<file path="config.mk">
export PLATFORM = sky130hd
export DESIGN_NAME = conv4_feeder
export DESIGN_NICKNAME = d
export VERILOG_FILES = /design/src/rtl/conv4_feeder.sv
export SDC_FILE = /design/constraint.sdc
export NUM_CORES = 1
export LEC_CHECK = 0
export ABC_AREA = 1
export CAP_MARGIN = 20
export CORE_MARGIN = 1
export CORE_UTILIZATION = 60
export DETAILED_ROUTE_END_ITERATION = 7
export PLACE_DENSITY = 0.78
export SLEW_MARGIN = 15
export SYNTH_ARGS = -nofsm -noshare
export SYNTH_HDL_FRONTEND = slang
export SYNTH_SLANG_ARGS = --single-unit
</file>
<file path="constraint.sdc">
create_clock -name clk -period 3.96 [get_ports clk]
set_input_delay 0.594 -clock clk [delete_from_list [all_inputs] [get_ports clk]]
set_output_delay 0.594 -clock clk [all_outputs]
set_load 0.005 [all_outputs]
</file>
<file path="src/rtl/conv4_feeder.sv">
// conv4_feeder: input sequencer for the 4-row convolution core.
// Buffers four image rows in a rotating 4-bank line buffer. Each pass streams
// one column beat per cycle to the core, then retires the two oldest rows
// (vertical stride 2).
// Optional feature: define CONV4_FEEDER_PAD_EN to add one zero column of
// padding on each side of every row.
package definition;
  parameter int conv4_width = 8;
endpackage

module conv4_feeder #(
  parameter int DATA_W = definition::conv4_width,
  parameter int IMG_W  = 16,
  parameter int IMG_H  = 16,
  parameter int DRAIN  = 4
) (
  input  logic              clk,
  input  logic              rst,
  input  logic              start,
  output logic              busy,
  input  logic              w_valid,
  input  logic [3:0]        w_addr,
  input  logic [DATA_W-1:0] w_data,
  input  logic              s_valid,
  output logic              s_ready,
  input  logic [DATA_W-1:0] s_data,
  output logic              o_en,
  output logic [DATA_W-1:0] o_r1,
  output logic [DATA_W-1:0] o_r2,
  output logic [DATA_W-1:0] o_r3,
  output logic [DATA_W-1:0] o_r4,
  output logic [DATA_W-1:0] o_f1,
  output logic [DATA_W-1:0] o_f2,
  output logic [DATA_W-1:0] o_f3,
  output logic              pass_done,
  output logic              frame_done
);
`ifdef CONV4_FEEDER_PAD_EN
  localparam int PAD = 1;
`else
  localparam int PAD = 0;
`endif
  localparam int N      = IMG_W + 2 * PAD;
  localparam int PASSES = (IMG_H - 4) / 2 + 1;
  localparam int XW     = (IMG_W > 1) ? $clog2(IMG_W) : 1;
  localparam int CW     = $clog2(N + 1);
  localparam int DW     = (DRAIN > 1) ? $clog2(DRAIN) : 1;
  localparam int PW     = $clog2(PASSES + 1);

  typedef enum logic [1:0] {S_IDLE, S_FILL, S_STREAM, S_DRAIN} state_t;

  state_t            state, state_next;
  logic [DATA_W-1:0] wt   [9];
  logic [DATA_W-1:0] bank [4][IMG_W];
  logic [1:0]        base;
  logic [1:0]        row_idx;
  logic [XW-1:0]     col;
  logic [CW-1:0]     beat;
  logic [1:0]        fidx;
  logic [DW-1:0]     dcnt;
  logic [PW-1:0]     pass_cnt;

  logic              accept, fill_last, beat_last, drain_last, last_pass;
  logic [XW-1:0]     rd_col;
  logic              pad_beat;

  // Handshake and terminal-count decodes
  always_comb begin
    accept     = s_valid && (state == S_FILL);
    fill_last  = accept && (row_idx == 2'd3) && (col == XW'(IMG_W - 1));
    beat_last  = (beat == CW'(N - 1));
    drain_last = (dcnt == DW'(DRAIN - 1));
    last_pass  = (pass_cnt == PW'(PASSES - 1));
    rd_col     = XW'(beat - CW'(PAD));
`ifdef CONV4_FEEDER_PAD_EN
    pad_beat   = (beat == '0) || beat_last;
`else
    pad_beat   = 1'b0;
`endif
  end

  // State register
  always_ff @(posedge clk or posedge rst) begin
    if (rst) state <= S_IDLE;
    else     state <= state_next;
  end

  // Next-state logic
  always_comb begin
    state_next = state;
    case (state)
      S_IDLE:   if (start) state_next = S_FILL;
      S_FILL:   if (fill_last) state_next = S_STREAM;
      S_STREAM: if (beat_last) state_next = S_DRAIN;
      S_DRAIN:  if (drain_last) state_next = last_pass ? S_IDLE : S_FILL;
      default:  state_next = S_IDLE;
    endcase
  end

  // Fill position, beat, drain and pass counters; bank pointer rotation.
  // Refills always start at row_idx 2, so every fill ends at row_idx 3.
  always_ff @(posedge clk or posedge rst) begin
    if (rst) begin
      base     <= '0;
      row_idx  <= '0;
      col      <= '0;
      beat     <= '0;
      fidx     <= '0;
      dcnt     <= '0;
      pass_cnt <= '0;
    end else begin
      case (state)
        S_IDLE: if (start) begin
          base     <= '0;
          pass_cnt <= '0;
          row_idx  <= '0;
          col      <= '0;
        end
        S_FILL: if (accept) begin
          if (col == XW'(IMG_W - 1)) begin
            col     <= '0;
            row_idx <= row_idx + 2'd1;
          end else begin
            col <= col + XW'(1);
          end
          beat <= '0;
          fidx <= '0;
        end
        S_STREAM: begin
          beat <= beat_last ? '0 : beat + CW'(1);
          fidx <= (fidx == 2'd2) ? 2'd0 : fidx + 2'd1;
          dcnt <= '0;
        end
        S_DRAIN: begin
          dcnt <= dcnt + DW'(1);
          if (drain_last) begin
            pass_cnt <= pass_cnt + PW'(1);
            base     <= base + 2'd2;
            row_idx  <= 2'd2;
            col      <= '0;
          end
        end
        default: ;
      endcase
    end
  end

  // Weight and line-buffer storage (contents not reset)
  always_ff @(posedge clk) begin
    if (state == S_IDLE && w_valid && w_addr < 4'd9) wt[w_addr] <= w_data;
    if (accept) bank[base + row_idx][col] <= s_data;
  end

  // Registered outputs; data held at zero whenever o_en is low
  always_ff @(posedge clk or posedge rst) begin
    if (rst) begin
      busy       <= 1'b0;
      s_ready    <= 1'b0;
      o_en       <= 1'b0;
      o_r1       <= '0;
      o_r2       <= '0;
      o_r3       <= '0;
      o_r4       <= '0;
      o_f1       <= '0;
      o_f2       <= '0;
      o_f3       <= '0;
      pass_done  <= 1'b0;
      frame_done <= 1'b0;
    end else begin
      busy       <= (state_next != S_IDLE);
      s_ready    <= (state_next == S_FILL);
      o_en       <= 1'b0;
      o_r1       <= '0;
      o_r2       <= '0;
      o_r3       <= '0;
      o_r4       <= '0;
      o_f1       <= '0;
      o_f2       <= '0;
      o_f3       <= '0;
      pass_done  <= 1'b0;
      frame_done <= 1'b0;
      if (state == S_STREAM) begin
        o_en <= 1'b1;
        if (!pad_beat) begin
          o_r1 <= bank[base][rd_col];
          o_r2 <= bank[base + 2'd1][rd_col];
          o_r3 <= bank[base + 2'd2][rd_col];
          o_r4 <= bank[base + 2'd3][rd_col];
        end
        o_f1 <= wt[{2'b00, fidx}];
        o_f2 <= wt[{2'b00, fidx} + 4'd3];
        o_f3 <= wt[{2'b00, fidx} + 4'd6];
      end
      if (state == S_DRAIN && drain_last) begin
        pass_done  <= 1'b1;
        frame_done <= last_pass;
      end
    end
  end

endmodule
</file>
**Sequential cells grouped by signal name**

Other sequential cells in the stronger gray, the rest of the logic in the fainter gray.
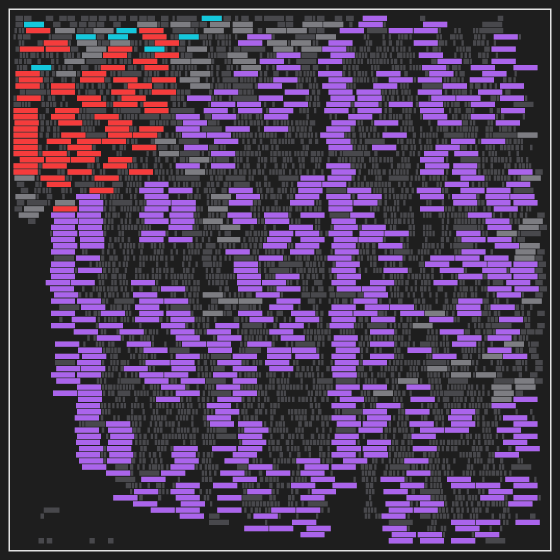
bank -> purple  # placed flops 512, where all over the die
wt -> red  # placed flops 72, where top left
o_f1 -> cyan  # placed flops 8, where top left
not colored = 74
sequential power: 8100 uW
register area: 19600 um^2

**Routing congestion**

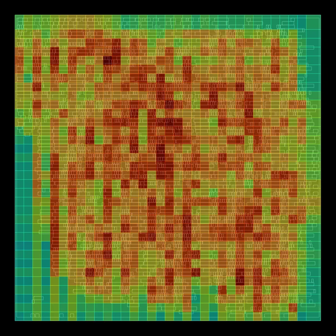
most crowded layer after global routing: met2
global-route track usage on met2: 50.25%

==> notes.org <==
* Flow results

** Outcome
- Status :: complete, no violations

** Synth
- Cell type with the highest aggregate area in the netlist :: sky130_fd_sc_hd__edfxtp_1
- Prevailing logic family in the synthesized netlist :: simple AND/OR/NAND/NOR gates
- In this run, synthesis produced a sequential element count of 666.
- Synth async-reset ratio :: between 10% and 20%
- The share of the Yosys chip area taken by registers is between 50% and 60%.
- Of the total synthesized cell area, the portion taken by full adders, half adders and majority gates is less than 1%.
- Of the total synthesized cell area, the portion taken by AND-OR and OR-AND cells is under 10%.
- Synthesized-area fraction occupied by xor and xnor cells :: 0.1262%
- Warnings reported by Yosys during synthesis add up to 0.
- Post-Synthesis Cell Area :: between 30000 and 40000 um^2
- Multiplexer cells account for 0% of the synthesized area.
- Unique cell types :: 30
- Number of cell instances after yosys synthesis :: 3995
- By count the netlist is led by sky130_fd_sc_hd__nand2_1 (1457), sky130_fd_sc_hd__edfxtp_1 (584), sky130_fd_sc_hd__nand3_1 (500).
- For reference, simple AND, OR, NAND and NOR cells occupy 27.65% of the area reported after synthesis.
- Synthesis area per yosys :: 33700 um^2

** Layout
- The library cells used most frequently in the layout, excluding fill and tap cells, are sky130_fd_sc_hd__nand2_1 (1457), sky130_fd_sc_hd__edfxtp_1 (584), sky130_fd_sc_hd__nand3_1 (499), sky130_fd_sc_hd__inv_1 (489), sky130_fd_sc_hd__nor2_1 (318).
- The registers reported with the highest flop counts are bank: 512 flops, wt: 72 flops.
- FFs & Latches :: 666
- Per the layout report, the design carries 4410 filler cells.
- Core utilization of the finished layout :: 67.17%
- Ratio of cells with drive above 1 in the final layout :: 4.806%
- Counting only logic cells after layout, the most numerous master is sky130_fd_sc_hd__nand2_1.
- In the final layout, excluding clock buffers the buffer count is 129.
- In the layout the tool counted multi-input logic cells amounting to 2598.
- Inverters :: 498

** Clock network
- Clock Latency Late Sink :: 620 ps
- Number of levels in the clock H-tree :: 3
- The clock passes through at most 3 buffers.
- The clock net in this run drives a total of 666 sinks.
- Hold-fix buffer count after cts :: 0
- Clock Tree Root :: sky130_fd_sc_hd__clkbuf_16
- Clock tree from TritonCTS :: built

** Final timing
- Per the final report, max-transition violations number 0.
- Counting endpoints that fail hold in the final report gives 0.
- Worst Skew :: between 20 and 30 ps
- Final critical delay including setup and external delays :: around 3000 ps
- Transition at the pin with the smallest max-transition slack :: 1183 ps
- The highest clock rate this design can be run at is 330.6 MHz.
- Part of the cycle the worst path needs :: 76.39%
- Rel. slew slack :: 20.91%

** Setup path
- For the worst reg-to-reg path, the endpoint reported by OpenROAD is bank[1][125].
- Crit Path Category :: reg2reg
- STA classifies the critical path endpoint as a flop.
- CP arrival :: 3260 ps
- Looking at the critical path, the single cell with the biggest stage delay is sky130_fd_sc_hd__nor2_1.
- Number of cells on the worst reg-to-reg path :: 3
- In this design, the stage delay of the slowest critical-path cell is 920 ps.
- Maximum fanout count along the critical path :: about 40
- For the worst setup path, the data required time is 4190 ps.
- Setup crit start :: base[1]

** Drt
- Per the detail_route log, met3 wirelength is approximately 9800 um.
- After detailed routing, the wire length on met1 is 35870 um.
- Number of remaining DRC errors :: 0

** Run
- Tool Warnings :: 44

** Power
- Registers are responsible for a little over two fifths of the overall power.
- Power per Cell Area :: 513.0 nW/um^2
- In this run switching power makes up 31.41% of total power.
- Per report_power, the top consumer among the power groups is sequential cells.
- P_int :: about 13000 uW
- Part of the power in the clock network :: 35.5%

** Placed design
- Worst setup slack after placement :: around 810 ps
- Number of buffers inserted by port buffering :: 85
- Once placement completed, the tool counted placed cells totaling roughly 4600.

** Floorplan
- The chip occupies 57120 um^2.
- Number of tap cells inserted :: 748
- The floorplan step set the die height to 239.0 um.

** Global routing
- Summed over all layers, the global routing overflow is 0.
**The metal 1 layer**

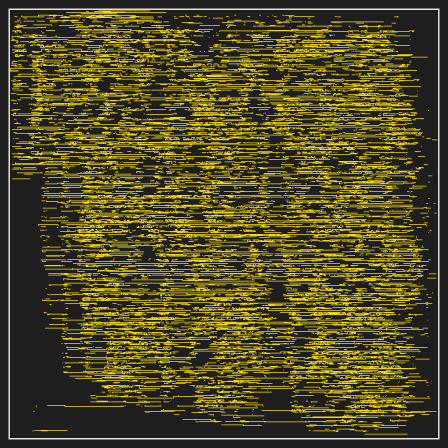
main direction = horizontal
wire length on this layer = 35.9 mm
share of all routed wire = 40%
DRT Wirelength: 90390 um
met1 capacity usage during global routing: 45.31%
routed vias: 26840

Power figures rest on the tool's default switching activity, not on a simulated workload.
